Fig. 1: sequential cells grouped by signal name
Bar = 20 um. Other sequential cells in the stronger gray, the rest of the logic in the fainter gray.
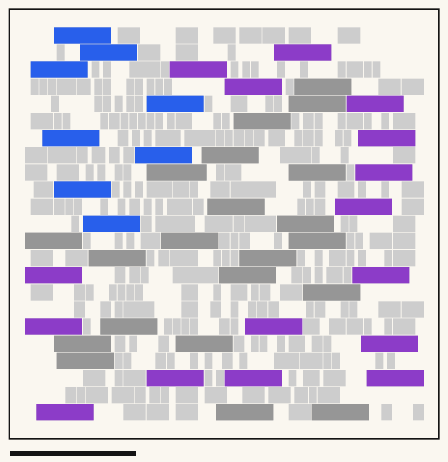
Fig. 2: track usage over the die
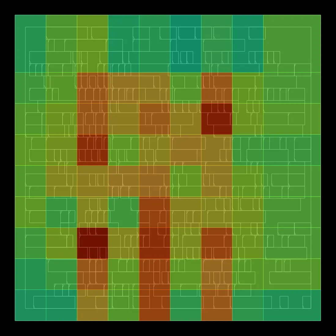
Fig. 3: metal layers overlaid
Bar = 20 um.
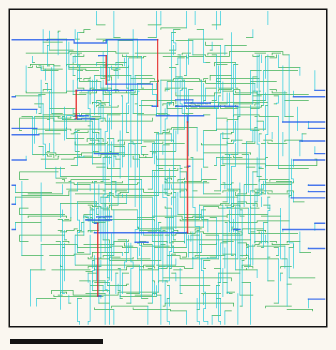
## src/rtl/audio_channel_aligner.sv

```systemverilog
// ---------------------------------------------------------------------------
// audio_channel_aligner
//
// Stereo channel-order repair stage. It sits between the echo effect output
// and the S/PDIF encoder input. The output always follows a strict
// left, right, left, ... order. When upstream drops a channel, this block
// inserts a zero sample for the missing channel and counts the insertion.
//
// The output stage is registered (valid/ready). A one-entry pending register
// holds the mismatching input sample while the inserted zero drains. Because
// i_ready depends only on registers and o_ready, there is no combinational
// path from i_valid to i_ready.
//
// Ports:
//   clk             system clock, rising edge
//   nreset          asynchronous active-low reset
//   i_valid         upstream sample valid
//   i_ready         block accepts the input sample
//   i_is_left       channel of the input sample (1 = left)
//   i_audio         input sample, two's complement
//   o_valid         output sample valid
//   o_ready         downstream accepts the output sample
//   o_is_left       channel of the output sample
//   o_audio         output sample
//   o_insert_count  number of inserted zero samples, saturating
// ---------------------------------------------------------------------------
module audio_channel_aligner #(
    parameter int audio_width = 16,
    parameter int count_width = 8
) (
    input  logic                   clk,
    input  logic                   nreset,
    input  logic                   i_valid,
    output logic                   i_ready,
    input  logic                   i_is_left,
    input  logic [audio_width-1:0] i_audio,
    output logic                   o_valid,
    input  logic                   o_ready,
    output logic                   o_is_left,
    output logic [audio_width-1:0] o_audio,
    output logic [count_width-1:0] o_insert_count
);

    localparam logic [0:0] RUN  = 1'b0;
    localparam logic [0:0] PEND = 1'b1;

    localparam logic [count_width-1:0] COUNT_MAX = {count_width{1'b1}};
    localparam logic [count_width-1:0] COUNT_ONE = {{(count_width-1){1'b0}}, 1'b1};

    logic [0:0]             state;
    logic                   expect_left;
    logic                   pend_is_left;
    logic [audio_width-1:0] pend_audio;

    logic out_free;
    logic in_fire;

    // The output register can take a new sample when it is empty or is
    // being consumed this cycle. This allows a consume and a load in the
    // same cycle, so the stream runs at full rate.
    assign out_free = !o_valid || o_ready;
    assign i_ready  = out_free && (state == RUN);
    assign in_fire  = i_valid && i_ready;

    // Main sequencer. In RUN, a matching input goes straight to the output
    // register. A mismatching input makes the block emit a zero for the
    // expected channel first and park the input in the pending register.
    // The parked sample always belongs to the channel that comes next, so
    // one PEND cycle always resolves the mismatch.
    always_ff @(posedge clk or negedge nreset) begin
        if (!nreset) begin
            state          <= RUN;
            expect_left    <= 1'b1;
            pend_is_left   <= 1'b0;
            pend_audio     <= '0;
            o_valid        <= 1'b0;
            o_is_left      <= 1'b0;
            o_audio        <= '0;
            o_insert_count <= '0;
        end else begin
            case (state)
                RUN: begin
                    if (in_fire) begin
                        o_valid     <= 1'b1;
                        expect_left <= !expect_left;
                        if (i_is_left == expect_left) begin
                            o_is_left <= i_is_left;
                            o_audio   <= i_audio;
                        end else begin
                            o_is_left    <= expect_left;
                            o_audio      <= '0;
                            pend_is_left <= i_is_left;
                            pend_audio   <= i_audio;
                            state        <= PEND;
                            if (o_insert_count != COUNT_MAX) begin
                                o_insert_count <= o_insert_count + COUNT_ONE;
                            end
                        end
                    end else if (o_ready) begin
                        o_valid <= 1'b0;
                    end
                end
                PEND: begin
                    if (out_free) begin
                        o_valid     <= 1'b1;
                        o_is_left   <= pend_is_left;
                        o_audio     <= pend_audio;
                        expect_left <= !expect_left;
                        state       <= RUN;
                    end
                end
                default: begin
                    state <= RUN;
                end
            endcase
        end
    end

endmodule

```

## config.mk

```make
export PLATFORM = sky130hd
export DESIGN_NAME = audio_channel_aligner
export DESIGN_NICKNAME = d
export VERILOG_FILES = /design/src/rtl/audio_channel_aligner.sv
export SDC_FILE = /design/constraint.sdc
export NUM_CORES = 1
export LEC_CHECK = 0
export ABC_AREA = 1
export CAP_MARGIN = 20
export CORE_MARGIN = 2
export CORE_UTILIZATION = 54
export DETAILED_ROUTE_END_ITERATION = 7
export PLACE_DENSITY_LB_ADDON = 0.2
export RECOVER_POWER = 50
export SLEW_MARGIN = 20
export SYNTH_ARGS = -nofsm -noshare
export SYNTH_HDL_FRONTEND = slang
export SYNTH_SLANG_ARGS = --single-unit
export TNS_END_PERCENT = 20
```

## constraint.sdc

```tcl
create_clock -name clk -period 2.2 [get_ports clk]
set_input_delay 0.44 -clock clk [delete_from_list [all_inputs] [get_ports clk]]
set_output_delay 0.44 -clock clk [all_outputs]
set_load 0.01 [all_outputs]
```

==> summary.txt <==
Implementation run completed; key figures follow.

Logic synthesis:
- The run puts the synthesized area per cell at 8.24 sq um.
- The run gives the leading area contributor after synthesis as sky130_fd_sc_hd__dfrtp_1.
- The synthesis report lists the Yosys warning total as 0.
- For reference, the top cells by area after synthesis are sky130_fd_sc_hd__dfrtp_1, sky130_fd_sc_hd__nand2_1, sky130_fd_sc_hd__o21ai_0.
- Once synthesis finished, the tally of register bits stood at 45.
- The most frequently used library cell after synthesis is sky130_fd_sc_hd__nand2_1.
- Of all flip-flops after synthesis, the portion carrying an async set or reset was 100%.
- The run gives the register area share after synthesis as 51.0%.

Finish:
- The run puts the proportion of layout cells with a drive suffix above 1 at 8.44%.

Routing:
- The run gives the total length of routed wires as 4.78 mm.
- For this block, the via count after detailed routing is 1908.

CTS:
- Clock tree synthesis found a total of 45 sinks.
- TritonCTS built the clock tree.
- The run puts the clock slew at the register clock pins of the worst setup and hold paths at 0.08 ns.
- The run gives the number of levels the H-tree was split into as 2.
- The number of setup buffers added after CTS is 0.
- Per the skew report, the later register of the worst-skew pair sees a clock latency of 0.29 ns.

Run status:
- The run finished with clean final reports.

Min path:
- The min-delay analysis places its worst path in the category in -> async.

Global route:
- The run gives the maximum number of pins on one net before global-route repair as 46.
- The run gives the overall global routing resource usage as 23.3%.

Setup path:
- The largest single stage delay on the critical path is 0.52 ns.
- Walking the worst path, the cells encountered are clkdlybuf4s50_1 -> inv_1 -> nand2_2 -> nand2_4 -> inv_1 -> clkdlybuf4s50_1.
- In this design, the largest share of critical-path delay is due to buffers and inverters.
- STA classifies the critical path endpoint as a primary output.
- The run puts the number of buffer and inverter instances along the worst setup path at 4.

Flow run:
- The run gives the number of warning messages in the logs as 27.

Pwr:
- The run puts the reported leakage power at 1.40 nW.

Final timing:
- Derived from the worst setup path, the maximum achievable clock frequency is 480 MHz.

Floorplan:
- The run gives the floorplan core density as 55.6%.
- The run gives the cell row count as 23.
- The run puts the vertical die size at 68.0 um.
- The run puts the horizontal die size at 68.0 um.
- In this run the full chip footprint comes out at 0.00462 sq mm.

Placed design:
- For this run the detailed placement stage logged an HPWL of 3.31 mm.
Notes on Fig. 1 above:
signal	color	placed flops
`o_insert_count`	blue	8
`o_audio`	purple	16
not colored	21

Notes on Fig. 2 above:
met2 Resource Use GR: 39.4%
GRT Max-Usage Layer: met2
post-layout utilization of the core: 70.8%
routing usage on met1: 29.5%

Notes on Fig. 3 above:
layer	color	wire length
met3	blue	227 um
met4	red	66.0 um
met2	cyan	2330 um
met1	green	2160 um

## cell families (layout without fill, tap and decap cells)
family                   count (synthesis)  in the layout  share of synthesized area (%)
AND/OR/NAND/NOR                        143            143                           27.8
AND-OR/OR-AND                           46             46                           12.0
flip-flops                              45             45                           51.0
buffers and inverters                   28             80                           6.29
adder cells (fa/ha/maj)                  3              3                           1.70
XOR/XNOR                                 3              3                           1.19
## per-layer routing
metal  track usage (%)  vias to the layer above  wire (um)
met5                 0                        -          0
li1                  -                      954          -
met4              7.50                        0         65
met1              29.5                      888       2160
met2              39.4                       55       2330
met3              5.43                       11        227
## worst min-delay path by stage
stage	end	slack, ns	cells past startpoint
2_1_floorplan	o_audio[0]	0.14	0
3_3_place_gp	o_audio[13]	0.46	2
3_5_place_dp	o_audio[11]	0.47	2
4_1_cts	pend_audio[12]	0.24	2
5_1_grt	o_is_left	0.50	2
6_report	pend_audio[12]	0.44	2
## flip-flops by register name, indices dropped and copies added, names as in the netlist
signal,cells
expect_left,1
o_audio,16
o_insert_count,8
o_is_left,1
o_valid,1
pend_audio,16
pend_is_left,1
state,1
## cells in the final DEF, fill, tap and decap left out, types with 4 or more instances in the layout
| cell type | netlist | final |
|---|---|---|
| sky130_fd_sc_hd__dfrtp_1 | 44 | 44 |
| sky130_fd_sc_hd__o21ai_0 | 25 | 26 |
| sky130_fd_sc_hd__a21oi_1 | 6 | 6 |
| sky130_fd_sc_hd__clkbuf_1 | 1 | 4 |
| sky130_fd_sc_hd__nand3_1 | 6 | 6 |
| sky130_fd_sc_hd__clkbuf_8 | 0 | 5 |
| sky130_fd_sc_hd__buf_4 | 2 | 6 |
| sky130_fd_sc_hd__inv_1 | 12 | 12 |
| sky130_fd_sc_hd__dlygate4sd3_1 | 0 | 11 |
| sky130_fd_sc_hd__nand2_1 | 119 | 119 |
| sky130_fd_sc_hd__o211ai_1 | 10 | 10 |
| sky130_fd_sc_hd__nor2_1 | 9 | 9 |
| sky130_fd_sc_hd__clkdlybuf4s50_1 | 0 | 35 |
## layout make-up
type                    count  area [sq um]
clock buffers               8          80.1
fillers                   337          1160
inverters                  16          62.6
multi-input cells         195           938
flip-flops and latches     45          1130
well taps                  50          62.6
repair buffers             56           539
## per-stage QoR
stage / worst slack [ns] / std cells / power, W / cell area, sq um
4_1_cts: 0.106 / 370 / 0.00343 / 2820
3_3_place_gp: 0.132 / 362 / 0.00288 / 2740
2_1_floorplan: 0.692 / 268 / 0.00229 / 2210
6_report: 0.117 / 370 / 0.00336 / 2810
3_5_place_dp: 0.0830 / 362 / 0.00293 / 2740
5_1_grt: 0.0674 / 370 / 0.00364 / 2810
## power breakdown
part / internal (W) / total (W) / switching (W)
Combinational: 0.000675 / 0.00147 / 0.000800
Sequential: 0.00117 / 0.00140 / 0.000225
Clock: 0.000226 / 0.000491 / 0.000265
No activity file was given, so power comes from the tool's default toggle rates.
